[src/rtl/mac_pkg.sv]
// Shared definitions for the MAC accumulator: default widths and the FSM state encoding.
package mac_pkg;

    localparam int LEN_W_DEF = 8;
    localparam int ACC_W_DEF = 40;

    typedef enum logic [1:0] {
        ST_IDLE = 2'd0,
        ST_ACC  = 2'd1,
        ST_HOLD = 2'd2
    } mac_state_e;

endpackage

[src/rtl/mac_accumulator_if.sv]
// Control, product-stream and result handshake bundle between a driver and the accumulator.
interface mac_accumulator_if #(
    parameter int LEN_W = mac_pkg::LEN_W_DEF,
    parameter int ACC_W = mac_pkg::ACC_W_DEF
) ();

    logic             start;
    logic [LEN_W-1:0] len;
    logic             clr;
    logic             prod_valid;
    logic [31:0]      prod_in;
    logic             prod_ready;
    logic [ACC_W-1:0] acc_out;
    logic             out_valid;
    logic             out_ready;
    logic             busy;
    logic [LEN_W-1:0] cnt;

    modport master (
        output start, len, clr, prod_valid, prod_in, out_ready,
        input  prod_ready, acc_out, out_valid, busy, cnt
    );

    modport slave (
        input  start, len, clr, prod_valid, prod_in, out_ready,
        output prod_ready, acc_out, out_valid, busy, cnt
    );

endinterface

[src/rtl/mac_accumulator.sv]
// Dot-product accumulator: sums len unsigned 32-bit products, then holds the result
// until the consumer takes it.
module mac_accumulator
    import mac_pkg::*;
#(
    parameter int LEN_W = LEN_W_DEF,
    parameter int ACC_W = ACC_W_DEF
) (
    input  logic                clk,
    input  logic                rst,
    mac_accumulator_if.slave    bus
);

    mac_state_e       state_q;
    logic [ACC_W-1:0] acc_q;
    logic [ACC_W-1:0] acc_d;
    logic [LEN_W-1:0] cnt_q;
    logic [LEN_W-1:0] cnt_d;
    logic [LEN_W-1:0] len_q;
    logic             busy_q;
    logic             prod_ready_q;
    logic             out_valid_q;

    always_comb begin
        acc_d = acc_q + ACC_W'(bus.prod_in);
        cnt_d = cnt_q + 1'b1;
    end

    always_ff @(posedge clk) begin
        if (rst) begin
            state_q      <= ST_IDLE;
            acc_q        <= '0;
            cnt_q        <= '0;
            len_q        <= '0;
            busy_q       <= 1'b0;
            prod_ready_q <= 1'b0;
            out_valid_q  <= 1'b0;
        end else if (bus.clr) begin
            state_q      <= ST_IDLE;
            acc_q        <= '0;
            cnt_q        <= '0;
            busy_q       <= 1'b0;
            prod_ready_q <= 1'b0;
            out_valid_q  <= 1'b0;
        end else begin
            case (state_q)
                ST_IDLE: begin
                    if (bus.start) begin
                        acc_q <= '0;
                        cnt_q <= '0;
                        len_q <= bus.len;
                        // An empty run skips accumulation and presents a zero result.
                        if (bus.len == '0) begin
                            state_q     <= ST_HOLD;
                            out_valid_q <= 1'b1;
                        end else begin
                            state_q      <= ST_ACC;
                            busy_q       <= 1'b1;
                            prod_ready_q <= 1'b1;
                        end
                    end
                end
                ST_ACC: begin
                    if (bus.prod_valid) begin
                        acc_q <= acc_d;
                        cnt_q <= cnt_d;
                        if (cnt_d == len_q) begin
                            state_q      <= ST_HOLD;
                            busy_q       <= 1'b0;
                            prod_ready_q <= 1'b0;
                            out_valid_q  <= 1'b1;
                        end
                    end
                end
                ST_HOLD: begin
                    // Result registers are left untouched so acc_out keeps its last value.
                    if (bus.out_ready) begin
                        state_q     <= ST_IDLE;
                        out_valid_q <= 1'b0;
                    end
                end
                default: begin
                    state_q      <= ST_IDLE;
                    busy_q       <= 1'b0;
                    prod_ready_q <= 1'b0;
                    out_valid_q  <= 1'b0;
                end
            endcase
        end
    end

    assign bus.prod_ready = prod_ready_q;
    assign bus.busy       = busy_q;
    assign bus.out_valid  = out_valid_q;
    assign bus.acc_out    = acc_q;
    assign bus.cnt        = cnt_q;

endmodule

[src/flat_wrapper.sv]
// flat-port wrapper written by rule: the top's interface ports become plain ports
module mac_accumulator_flat import mac_pkg::*;
#(
    parameter int LEN_W = LEN_W_DEF,
    parameter int ACC_W = ACC_W_DEF
)
  (clk, rst, bus_start, bus_len, bus_clr, bus_prod_valid, bus_prod_in, bus_out_ready, bus_prod_ready, bus_acc_out, bus_out_valid, bus_busy, bus_cnt);
  mac_accumulator_if #(.LEN_W(LEN_W), .ACC_W(ACC_W)) bus_i ();
  input  logic clk;
  input  logic rst;
  input wire logic [$bits(bus_i.start)-1:0] bus_start;
  input wire logic [$bits(bus_i.len)-1:0] bus_len;
  input wire logic [$bits(bus_i.clr)-1:0] bus_clr;
  input wire logic [$bits(bus_i.prod_valid)-1:0] bus_prod_valid;
  input wire logic [$bits(bus_i.prod_in)-1:0] bus_prod_in;
  input wire logic [$bits(bus_i.out_ready)-1:0] bus_out_ready;
  output wire logic [$bits(bus_i.prod_ready)-1:0] bus_prod_ready;
  output wire logic [$bits(bus_i.acc_out)-1:0] bus_acc_out;
  output wire logic [$bits(bus_i.out_valid)-1:0] bus_out_valid;
  output wire logic [$bits(bus_i.busy)-1:0] bus_busy;
  output wire logic [$bits(bus_i.cnt)-1:0] bus_cnt;
  assign bus_i.start = bus_start;
  assign bus_i.len = bus_len;
  assign bus_i.clr = bus_clr;
  assign bus_i.prod_valid = bus_prod_valid;
  assign bus_i.prod_in = bus_prod_in;
  assign bus_i.out_ready = bus_out_ready;
  assign bus_prod_ready = bus_i.prod_ready;
  assign bus_acc_out = bus_i.acc_out;
  assign bus_out_valid = bus_i.out_valid;
  assign bus_busy = bus_i.busy;
  assign bus_cnt = bus_i.cnt;
  mac_accumulator #(.LEN_W(LEN_W), .ACC_W(ACC_W)) u_core (.clk(clk), .rst(rst), .bus(bus_i));
endmodule
[config.mk]
export PLATFORM = sky130hd
export DESIGN_NAME = mac_accumulator_flat
export DESIGN_NICKNAME = d
export VERILOG_FILES = /design/src/rtl/mac_pkg.sv /design/src/rtl/mac_accumulator_if.sv /design/src/rtl/mac_accumulator.sv /design/src/flat_wrapper.sv
export SDC_FILE = /design/constraint.sdc
export NUM_CORES = 1
export LEC_CHECK = 0
export ABC_AREA = 1
export CAP_MARGIN = 20
export CELL_PAD_IN_SITES_DETAIL_PLACEMENT = 0
export CELL_PAD_IN_SITES_GLOBAL_PLACEMENT = 1
export CORE_UTILIZATION = 39
export CTS_CLUSTER_SIZE = 30
export DETAILED_ROUTE_END_ITERATION = 6
export PLACE_DENSITY_LB_ADDON = 0.1
export SKIP_LAST_GASP = 1
export SYNTH_ARGS = -nofsm -noshare
export SYNTH_HDL_FRONTEND = slang
export SYNTH_SLANG_ARGS = --single-unit
[constraint.sdc]
create_clock -name clk -period 5.9 [get_ports clk]
set_clock_uncertainty 0.2 [all_clocks]
set_input_delay 1.18 -clock clk [delete_from_list [all_inputs] [get_ports clk]]
set_output_delay 1.18 -clock clk [all_outputs]
set_load 0.02 [all_outputs]
**Run 1: supply network**

(3 px per um) Pins as bars on the die edge.
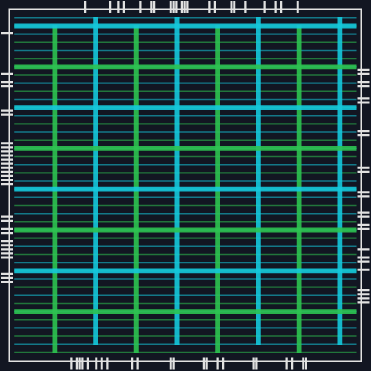
[VDD] cyan
[VSS] green
rows: 41
met4 straps: 8
met5 straps: 8
Die Span Y: 117 um
peak supply drop: 0.000147 V

**Run 1: cells colored by class**

(2 px per um) Fill, decap, tap and diode cells in gray.
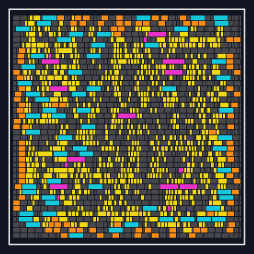
[flops] cyan | cells: 60
[combinational and other logic] yellow | cells: 785
[other buffers and delay cells] orange | cells: 97
[clock drivers and dummy loads] magenta | cells: 16
Seq area share: 18.4%
post-layout instance area: 0.00653 mm^2

==> impl_metrics.ini, run 1 <==
; flow metrics
[setup_path]
critPathMaxFanout = 5
crit_end = u_core.bus.acc_out[32]
end_kind = flop
crit_buf_inv = 1
reg2reg_setup_slack_ns = 3.35
arrival_ns = 3.49
slowest_stage = clkdlybuf4s50_1
r2r-end = u_core.bus.acc_out[16]
critPathMostFrequentCell = nand2_1
cpPeakStageDelay_ns = 0.47
start_kind = primary input
rr_startpoint = u_core.state_q[0]
path_class = primary input to flop

[logic_synthesis]
synthCells = 860
synth_area_mm2 = 0.00514
top_logic_kind = simple AND/OR/NAND/NOR gates
synth_area_per_cell_um2 = 5.98
synth-main-ff-cell = dfxtp_1
synth.mux.area_fraction_pct = 0
synth_warnings = 0
top_area_cell = dfxtp_1
top_cells_by_area = dfxtp_1, nand2_1, a21oi_1
synthDistinctLibCells = 41
yosys.area.top_type_share_pct = 23.4

[cells_and_area]
flop_area_mm2 = 0.00120
comb_share_pct = 53.5
final_cell_mix = nand2_1, a21oi_1, clkdlybuf4s50_1, inv_1, nor2_1
fillers = 1406
final_cells = 1130
clock_area_share_pct = 4.37
n_all_inverters = 98
lay_top_count = nand2_1
n_clock_buffer = 11
num-multi-input-gates = 687
nNonClkBuffers = 97
fin_nets = 1033
largest_register_ffs = 40
utilization_pct = 51.3

[timing]
slew_headroom_pct = 34.4
slew_viol_final = 0
fmax_ghz = 0.289
holdWs_ns = 0.283
finalClockPeriodUsage_pct = 58.6
hold_violations = 0
worstMarginPinSlew_ns = 0.982

[power]
fin_total_pwr_uw = 1110
swShare_pct = 27.7
p_switching_uw = 309
leakage_uw = 0.00278
seq_cell_power_uw = 418
p_per_area_mw_per_mm2 = 171
combPwrFrac_pct = 15.6
power_leader = clock

[clock_tree]
holdBufCountCts = 0
htree_levels = 3
cts_tree = yes
numCtsBuffers = 9
clock_path_buffers = 2

[route]
via_per_inst = 5.15
met3_length_um = 628
drtIter0Drc = 358
drtAntennaViolNets = 0
drc = 0

[die]
die_w_um = 117
die_area_mm2 = 0.0137
initCoreUtil_pct = 40.4
io_pins = 97
rows = 41
core_area_mm2 = 0.0127

[global_routing]
use_met2_pct = 47.6
grt_max_degree = 37
grt_use_met3_pct = 3.66

[placement]
placed_cells = 1114
io_buffers = 96
dpl_cell_area_mm2 = 0.00624
hpwl_mm = 14.1
place_worst_setup_slack_ns = 1.99

[min_path]
whs_endpoint = u_core.bus.acc_out[15]
min_path_cells = 2
hold_class = flop to flop

[outcome]
run_status = finished clean
**Run 1: routed clock nets over the placement**

(4 px per um)
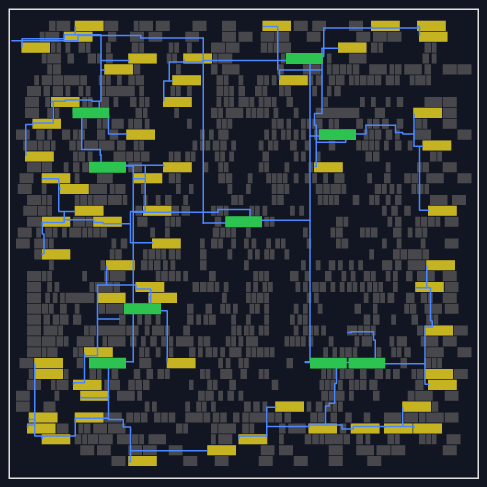
[clock wires] blue | length: 1070 um
[flip-flops] yellow | count: 60
[clock drivers] green | count: 9
flops lie: all over the die
Clk pwr share: 46.9%
Clock Power: 522 uW
Late-Pin Clk Latency: 0.34 ns

**Run 1: routed metal, one color a layer**

(3 px per um) Two of the layers only.
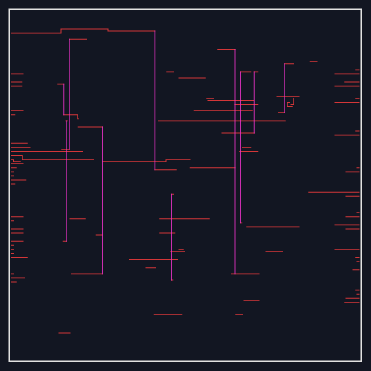
[metal 3] red | wire length: 629 um
[metal 4] magenta | wire length: 373 um
total track usage: 26.7%
routed via count: 5822
Detailed Route WL: 17.4 mm
wire per inst: 15.4 um

**Run 1: cell placement**

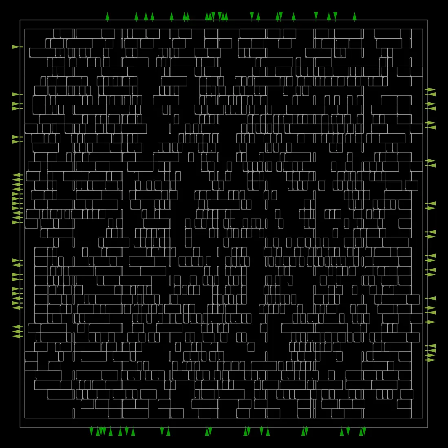

==> run 1 -> run 2 <==
CORE_UTILIZATION = 36   (was 39)
clock period = 3.3 ns   (was 5.9 ns; I/O delays follow)
**Run 2: cell placement**

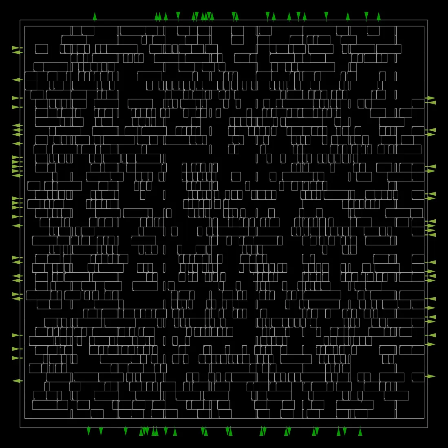
Util after Layout: 47.9%
Seq area share: 18.0%

**Run 2: supply network**

(3 px per um) Pins as bars on the die edge.
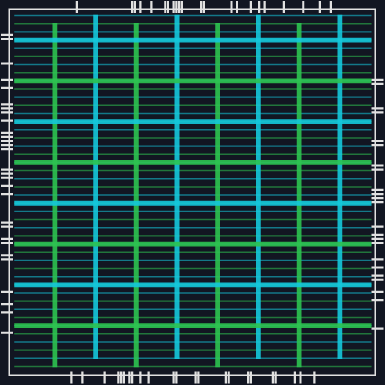
[VSS] green
[VDD] cyan
met4 straps: 8
met5 straps: 8
rows: 43
die width: 122 um
peak supply drop: 0.000249 V
Die Span Y: 122 um
Core ar.: 0.0139 mm^2

==> impl_metrics.ini, run 2 <==
; flow metrics
[route]
top_layer_used = met4
num_vias = 5886
drc = 0
wl_per_cell_um = 15.7
wl_met1_mm = 8.15
drt-total-wl_mm = 18.0
met3_length_um = 663
drtAntennaViolNets = 0
via_per_inst = 5.13
drtIter0Drc = 312
first_pass_iters = 5
wl_met2_mm = 8.49

[setup_path]
rr_startpoint = u_core.bus.acc_out[5]
crit_buf_inv = 1
crit_required_ns = 3.30
slowest_stage = clkdlybuf4s50_1
r2r-end = u_core.bus.acc_out[30]
cp_cell_sequence = clkdlybuf4s50_1 > ha_1 > nand2_1 > o21ai_0 > nor2_1 > o21ai_2 > nand2_1 > nand2_1 > nand2_1 > nand3_1 > a21oi_1
arrival_ns = 2.80
crit_end = u_core.bus.acc_out[30]
startpoint = bus_prod_in[5]
cpPeakStageDelay_ns = 0.41
r2r_cells = 10
reg2reg_setup_slack_ns = 0.91
critPathMaxFanout = 5
end_kind = flop
start_kind = primary input
path_class = primary input to flop
critPathMostFrequentCell = nand2_1
crit_family = AND-OR/OR-AND gates

[min_path]
whs_endpoint = u_core.bus.out_valid
min_path_cells = 2
hp-start = u_core.bus.out_valid
hold_class = flop to flop

[logic_synthesis]
synth-async-reset-ratio_pct = 0
postSynthSeqShare_pct = 23.4
top_logic_kind = simple AND/OR/NAND/NOR gates
yosys.area.top_type_share_pct = 23.4
syn_nets = 940
synthMostInstantiatedCell = nand2_1
synth.mux.area_fraction_pct = 0
simple_gate_share_pct = 40.3
ys_sh_aoi_pct = 18.8
common_cells = nand2_1, a21oi_1, inv_1
synthCells = 860
synthDistinctLibCells = 41
synth_warnings = 0
synth_area_per_cell_um2 = 5.98
ys_sh_xor_pct = 0.341
synth-main-ff-cell = dfxtp_1
synth_flop_count = 60
synth_area_mm2 = 0.00514
fa_ha_area_share_pct = 8.42
top_area_cell = dfxtp_1
top_cells_by_area = dfxtp_1, nand2_1, a21oi_1

[power]
fin_total_pwr_uw = 2230
power_leader = clock
swShare_pct = 26.1
comb-power_uw = 324
clockPowerShare_pct = 51.8
p_switching_uw = 581
p_per_area_mw_per_mm2 = 333
p_clk_uw = 1150
seqPwrFrac_pct = 33.6
leakage_uw = 0.00286
combPwrFrac_pct = 14.6
seq_cell_power_uw = 747

[clock_tree]
clock_sinks = 60
numCtsBuffers = 9
clk_latency_ns = 0.35
cts_resized = 0
clockRootBuffer = clkbuf_16
cts_tree = yes
htree_levels = 3
holdBufCountCts = 0
clock_path_buffers = 2

[cells_and_area]
comb_share_pct = 52.3
fin_nets = 1043
area_growth_pct = 29.9
n_clock_buffer = 12
largest_class = combinational gates
final_layout_size_suffix_gt1_share_pct = 7.44
final_cells = 1148
n_all_inverters = 98
diodes = 0
final-comb-area_mm2 = 0.00349
num-multi-input-gates = 687
flops = 60
lay_top_count = nand2_1
nNonClkBuffers = 107
largest_register_ffs = 40
fillers = 1472
flop_area_mm2 = 0.00120
final_cell_mix = nand2_1, a21oi_1, clkdlybuf4s50_1, inv_1, nor2_1
clock_area_share_pct = 5.26
final_area_mm2 = 0.00668

[global_routing]
use_met2_pct = 43.5
antenna_found_initial = 0
grt_use_met3_pct = 3.18
grt_max_degree = 41
grt-ovfl-total = 0
first_global_vias = 5725
grt_use_total_pct = 25.2
top_usage_layer = met2
grtUsageMet1_pct = 30.5
grt_pass1_wl_mm = 28.2

[timing]
period_needed_ns = 2.80
hold_violations = 0
holdWs_ns = 0.268
finalClockPeriodUsage_pct = 84.8
setup_viol = 0
slew_viol_final = 0
rsz0062_at_grt = no
fmax_ghz = 0.357
worstMarginPinSlew_ns = 0.517
slew_headroom_pct = 65.5

[placement]
io_buffers = 96
place_worst_setup_slack_ns = 0.206
hpwl_mm = 14.3
dpl_cell_area_mm2 = 0.00633
routabilityCongestion = 0.932
placed_cells = 1132

[outcome]
run_status = finished clean

[die]
rows = 43
die_area_mm2 = 0.0148
initCoreUtil_pct = 36.9
io_pins = 97

[run]
cap_violations = 0
Power and IR drop assume default switching activity.
